**src/rtl/ram_rr_arbiter.sv**
```systemverilog
`default_nettype none
// ============================================================================
// Module      : ram_rr_arbiter
// Description : Two-requester round-robin arbiter and sequencer in front of a
//               single-port synchronous RAM. Commands are serialised onto the
//               RAM port; read data is routed back to the issuing requester
//               through a tag pipeline that tracks the RAM read latency.
// Revision    : 1.0 - initial release
// ============================================================================
module ram_rr_arbiter #(
  parameter int DATA_WIDTH = 16,
  parameter int ADDR_WIDTH = 5,
  parameter int RD_LAT     = 2
) (
  input  logic                  clk,
  input  logic                  reset,
  // requester 0
  input  logic                  req0_valid,
  input  logic                  req0_we,
  input  logic [ADDR_WIDTH-1:0] req0_addr,
  input  logic [DATA_WIDTH-1:0] req0_wdata,
  output logic                  req0_ready,
  output logic                  rsp0_valid,
  output logic [DATA_WIDTH-1:0] rsp0_rdata,
  // requester 1
  input  logic                  req1_valid,
  input  logic                  req1_we,
  input  logic [ADDR_WIDTH-1:0] req1_addr,
  input  logic [DATA_WIDTH-1:0] req1_wdata,
  output logic                  req1_ready,
  output logic                  rsp1_valid,
  output logic [DATA_WIDTH-1:0] rsp1_rdata,
  // RAM port
  output logic [ADDR_WIDTH-1:0] ram_addr,
  output logic [DATA_WIDTH-1:0] ram_data,
  output logic                  ram_we,
  input  logic [DATA_WIDTH-1:0] ram_q
);

  // One stage for the ram_addr output register (the RAM samples the address
  // one edge after acceptance) plus RD_LAT+1 stages matching the RAM's
  // sampling and read pipeline, so the tag lines up with ram_q.
  localparam int TAG_DEPTH = RD_LAT + 2;

  logic                  last_grant;
  logic                  accept;
  logic                  grant_id;
  logic                  sel_we;
  logic [ADDR_WIDTH-1:0] sel_addr;
  logic [DATA_WIDTH-1:0] sel_wdata;
  logic [TAG_DEPTH-1:0]  tag_vld;
  logic [TAG_DEPTH-1:0]  tag_id;

  // Round-robin grant: a lone valid wins; on a tie the requester that was not
  // granted last wins. Nothing is granted while reset is asserted.
  always_comb begin
    req0_ready = ~reset & req0_valid & (~req1_valid | last_grant);
    req1_ready = ~reset & req1_valid & (~req0_valid | ~last_grant);
    accept     = req0_ready | req1_ready;
    grant_id   = req1_ready;
    sel_we     = grant_id ? req1_we    : req0_we;
    sel_addr   = grant_id ? req1_addr  : req0_addr;
    sel_wdata  = grant_id ? req1_wdata : req0_wdata;
  end

  // Arbitration history: remember who was granted on every accepted command.
  always_ff @(posedge clk or posedge reset) begin
    if (reset) begin
      last_grant <= 1'b1;
    end else if (accept) begin
      last_grant <= grant_id;
    end
  end

  // RAM drive registers: load the granted command; write enable pulses once.
  always_ff @(posedge clk or posedge reset) begin
    if (reset) begin
      ram_we   <= 1'b0;
      ram_addr <= '0;
      ram_data <= '0;
    end else if (accept) begin
      ram_we   <= sel_we;
      ram_addr <= sel_addr;
      ram_data <= sel_wdata;
    end else begin
      ram_we   <= 1'b0;
    end
  end

  // Tag pipeline: tracks which requester owns each in-flight read.
  always_ff @(posedge clk or posedge reset) begin
    if (reset) begin
      tag_vld <= '0;
      tag_id  <= '0;
    end else begin
      tag_vld <= {tag_vld[TAG_DEPTH-2:0], accept & ~sel_we};
      tag_id  <= {tag_id[TAG_DEPTH-2:0], grant_id};
    end
  end

  // Response routing: the last tag stage selects which port sees the data.
  always_comb begin
    rsp0_valid = tag_vld[TAG_DEPTH-1] & ~tag_id[TAG_DEPTH-1];
    rsp1_valid = tag_vld[TAG_DEPTH-1] &  tag_id[TAG_DEPTH-1];
    rsp0_rdata = ram_q;
    rsp1_rdata = ram_q;
  end

endmodule
`default_nettype wire

```
**config.mk**
```make
export PLATFORM = sky130hd
export DESIGN_NAME = ram_rr_arbiter
export DESIGN_NICKNAME = d
export VERILOG_FILES = /design/src/rtl/ram_rr_arbiter.sv
export SDC_FILE = /design/constraint.sdc
export NUM_CORES = 1
export LEC_CHECK = 0
export CORE_MARGIN = 3
export CORE_UTILIZATION = 34
export CTS_BUF_LIST = sky130_fd_sc_hd__clkbuf_4 sky130_fd_sc_hd__clkbuf_8 sky130_fd_sc_hd__clkbuf_16
export CTS_CLUSTER_SIZE = 24
export DETAILED_ROUTE_END_ITERATION = 6
export GPL_ROUTABILITY_DRIVEN = 0
export PLACE_DENSITY = 0.81
export SYNTH_ARGS = -nofsm -noshare
export SYNTH_HDL_FRONTEND = slang
export SYNTH_SLANG_ARGS = --single-unit
```
**constraint.sdc**
```tcl
create_clock -name clk -period 1.4 [get_ports clk]
set_input_delay 0.28 -clock clk [delete_from_list [all_inputs] [get_ports clk]]
set_output_delay 0.28 -clock clk [all_outputs]
set_load 0.02 [all_outputs]
```
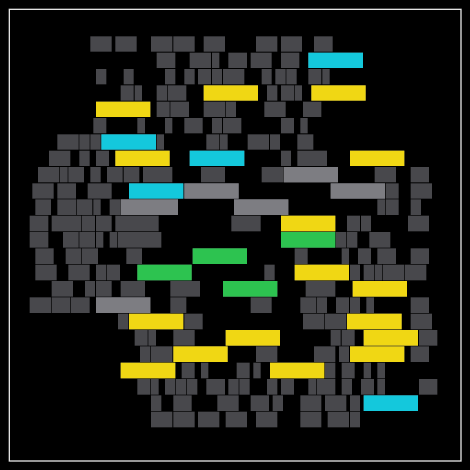
Figure 1: sequential cells colored by netlist name.
(6 px per µm) Other sequential cells in the stronger gray, the rest of the logic in the fainter gray.
| name in the netlist | color | sequential cells |
|---|---|---|
| `tag_vld` | green | 4 |
| `ram_addr` | cyan | 5 |
| `ram_data` | yellow | 16 |
not colored: 6

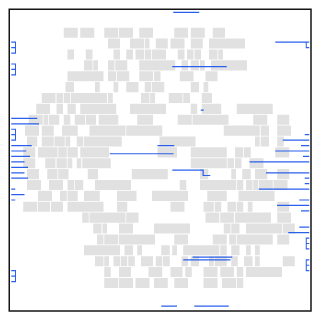
Figure 2: metal 3.
(4 px per µm)
main direction: horizontal
longest straight run: 15.6 µm
wire length on this layer: 244 µm

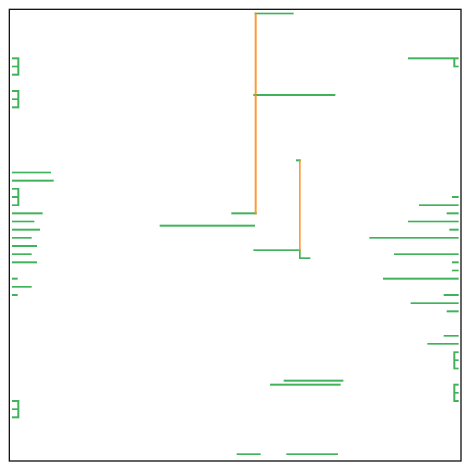
Figure 3: routed metal, one color a layer.
(6 px per µm) Only two layers are drawn.
| layer | color | wire length |
|---|---|---|
| met4 | orange | 48.3 µm |
| met3 | green | 244 µm |

==> metrics.sh <==
OUTCOME='complete, but fails checks'
VIOLATED_CHECKS='negative setup slack'
DRT-WIRELENGTH-PER-CELL_UM=14.15
CTS_TREE='yes'
TNS_NS=-0.03966
NETSWITCHINGPOWER_mW=0.7085
LOGIC_FAMILY='buffers and inverters'
DRT_FIRST_PASS_ITERS=4
SYNTH_DOMINANT_CELL_COUNT='sky130_fd_sc_hd__buf_4'
GRT_START_MAX_NET_PINS=45
SEQPWRFRAC_PCT=43.0
HEADROOM_TO_THE_MAX_SLEW_LIMIT_PCT=84.70
DIE_X_UM=75.04
WORSTPATHREQUIRED_NS=1.12
INITIAL_CORE_UTIL_PCT=36.21
INTPOWER_mW=1.760
CLOCKPOWERSHARE_PCT=28.5
ASYNC_RESET_FF_SHARE_PCT=100.0
GRT-OVFL-TOTAL=0
CLOCKNETWORKPOWER_mW=0.704
WORSTPATHCELLLIST='and2_4, nor2_2, buf_6'
POST_CTS.REPAIR.SETUP_BUFFERS=1
SYNTH_AREA_LEADER_CELL='sky130_fd_sc_hd__dfrtp_1'
REPORT.FINAL.HOLD_VIOL_COUNT=0
YOSYS_WARNINGS=0
POWER.STATIC_LEAKAGE_nW=0.9741
CTS_BUFFER_DEPTH=2
ROW_COUNT=24
FINAL_NETS=290
PG_SEQ_mW=1.06
YS_SH_ADDER_PCT=0
REPORT.FINAL.SETUP_VIOL=1
FINAL_CELL_COUNT_NO_FILL=279
ANTENNA_CELLS_INSERTED=0
INITIAL_ANTENNA_VIOLATION_COUNT=0
DETAIL_ROUTE.ITER0.VIOLATIONS=35
CRIT_PATH_MAX_INCR_DELAY_NS=0.56
SYNTH.DISTINCT_CELLS=22
DETAIL_ROUTE.WIRELENGTH_UM=3947
TIMING.CRITICAL_PATH.FROM_TYPE='flip-flop'
CP-STARTPOINT='last_grant'
CLK_TRANSITION_REPORTED_PATHS_NS=0.06
SYNTH-SEQ-AREA-SHARE_PCT=47.95
SYNTH-COMPOUND-AREA-SHARE_PCT=16.60
POWER.COMBINATIONAL.TOTAL_mW=0.703
FP_NETS=242
CRITPATHCAPTURETYPE='output pin'
WORSTREG2REGEND='tag_vld[0]'
POST_ROUTE_CLOCK_PERIOD_UTILIZATION_PCT=102.8
FLOORPLAN.DIE_AREA_UM2=5630
POWER_PER_CELL_AREA_nW_PER_UM2=1074
POST_SYNTH.CELL_AREA_AVG_UM2=9.103
ENABLE_FLOP_CELLS=0
CTSROOTBUFFERMASTER='sky130_fd_sc_hd__clkbuf_8'
FINALINSTANCEAREA_UM2=2297
PNR_TOTAL_POWER_mW=2.468
YOSYS_REGISTER_BITS=31
SYNTHXORXNORAREAFRAC_PCT=0
CORE_AREA_UM2=4474
WORST-SETUP-PATH-TYPE='reg2out'
SYNTH_CHIP_AREA_UM2=1620
SLEW_VIOL_FINAL=0
DP_HPWL_UM=2840
R2R-START='last_grant'
WORST_REG_TO_REG_PATH_CELL_COUNT=4
P_SW_SHARE_PCT=28.71
MIN-DELAY-PATH-CLASS='in2async'
ROUTE.DETAILED.VIAS_PER_INST=4.978
SYNTH.TOP_CELLS.BY_AREA='sky130_fd_sc_hd__dfrtp_1 (46%), sky130_fd_sc_hd__buf_4 (17%), sky130_fd_sc_hd__a31oi_1 (8.1%), sky130_fd_sc_hd__nand3_1 (6.8%), sky130_fd_sc_hd__o21ai_0 (5.9%)'
YOSYS-STAT-CELLS=178
HOLD_BUFFERS=0
TOP_POWER_GROUP='sequential cells'
CRITICAL_PATH_PEAK_FANOUT=3
WORST_SLEW_PIN_SLEW_NS=0.2304
FINAL.SETUP.WORST_SLACK_NS=-0.03966
MAX-VDD-IR-DROP_V=0.0004731
PLACEMENT.IO_BUFFERS=73
DRT.ANTENNA.VIOLATING_NETS=0
YOSYS_MOST_USED_DFF='sky130_fd_sc_hd__dfrtp_1'
CTSRESIZECOUNT=43
NUMCTSBUFFERS=5
FIRST_GLOBAL_VIAS=1327
FIRST_PASS_GRT_WIRE_LENGTH_UM=6065
FINISH.UTILIZATION_PCT=51.34
IO_PINS=122
INSERTION_DELAY_NS=0.27
COMBPWRFRAC_PCT=28.5
HIGHEST_ACHIEVABLE_CLOCK_RATE_GHz=0.6946
FINAL_COMMON_CELL='sky130_fd_sc_hd__clkdlybuf4s50_1'
SYNTHESIS.INSTANCES=178
SHARE_OF_CELLS_ABOVE_DRIVE_STRENGTH_1_PCT=13.66
DIE.SIZE.Y_UM=75.04
WARNINGS=28
CLOCK-SKEW-FINAL_NS=0.004618
FINAL_LAYOUT_TOP_LOGIC_CELLS='sky130_fd_sc_hd__clkdlybuf4s50_1 (44), sky130_fd_sc_hd__dfrtp_1 (30), sky130_fd_sc_hd__dlygate4sd2_1 (25), sky130_fd_sc_hd__nand3_1 (22)'
SYN_STD_CELL_AREA_UM2=1620
SIMPLE_GATE_SHARE_PCT=15.37
CTS_NUM_SINKS=31
DPL.CELL_COUNT=270
GRTUSAGETOTAL_PCT=14.17
DRV.MAX_CAP_VIOLATION_COUNT=0
VIAS=1389
TOP_AREA_SHARE_PCT=46.33
DETAILED_PLACE.AREA_UM2=2213
NETLIST_TOP_CELLS_COUNT='sky130_fd_sc_hd__buf_4 (37), sky130_fd_sc_hd__dfrtp_1 (30), sky130_fd_sc_hd__nand3_1 (22), sky130_fd_sc_hd__nor2_1 (22), sky130_fd_sc_hd__a31oi_1 (21)'
FLOW.AREA_GROWTH_FROM_SYNTHESIS_PCT=41.78
GRT_SETUP_UNREPAIRED='yes'
WORST_SETUP_PATH_ENDPOINT='req1_ready'
ARRIVAL_NS=1.16
DRT_DRC_VIOLATIONS_LEFT=0
MULTIPLEXER_FRACTION_OF_THE_SYNTHESIZED_CELL_AREA_PCT=0
FIN_WORST_HOLD_SLACK_NS=0.3301
PRE_CTS_WS_NS=-0.6037
REGTOREGSETUPSLACK_NS=0.01
CTS-HTREE-LEVELS=2
WORST_PATH_MAX_DELAY_CELL='sky130_fd_sc_hd__dfstp_2'
FINALCRITICALPERIOD_NS=1.440
==> critical path: cells and delay by family (launching register included) <==
kind	cells	cell delay [ns]
flops	1	0.56
simple gates	2	0.20
buf+inv	1	0.12
==> cell type report <==
type,instances,area [µm²]
inverters,2,7.507
clock buffers,8,91.34
multi-input cells,100,533.0
well taps,52,65.06
fillers,416,2177
flip-flops and latches,31,777.0
repair buffers,86,823.3
==> metal layers <==
metal / global-route usage (%) / vias to the layer above / routed length [µm]
met3: 2.804 / 4 / 243
met2: 24.95 / 47 / 2068
met5: 0 / - / 0
li1: - / 679 / -
met4: 5.336 / 0 / 48
met1: 17.00 / 659 / 1587
==> state kept, by name, summed over array words and instances (netlist names) <==
name / cells
ram_we: 1
ram_addr: 5
last_grant: 1
tag_id: 4
tag_vld: 4
ram_data: 16
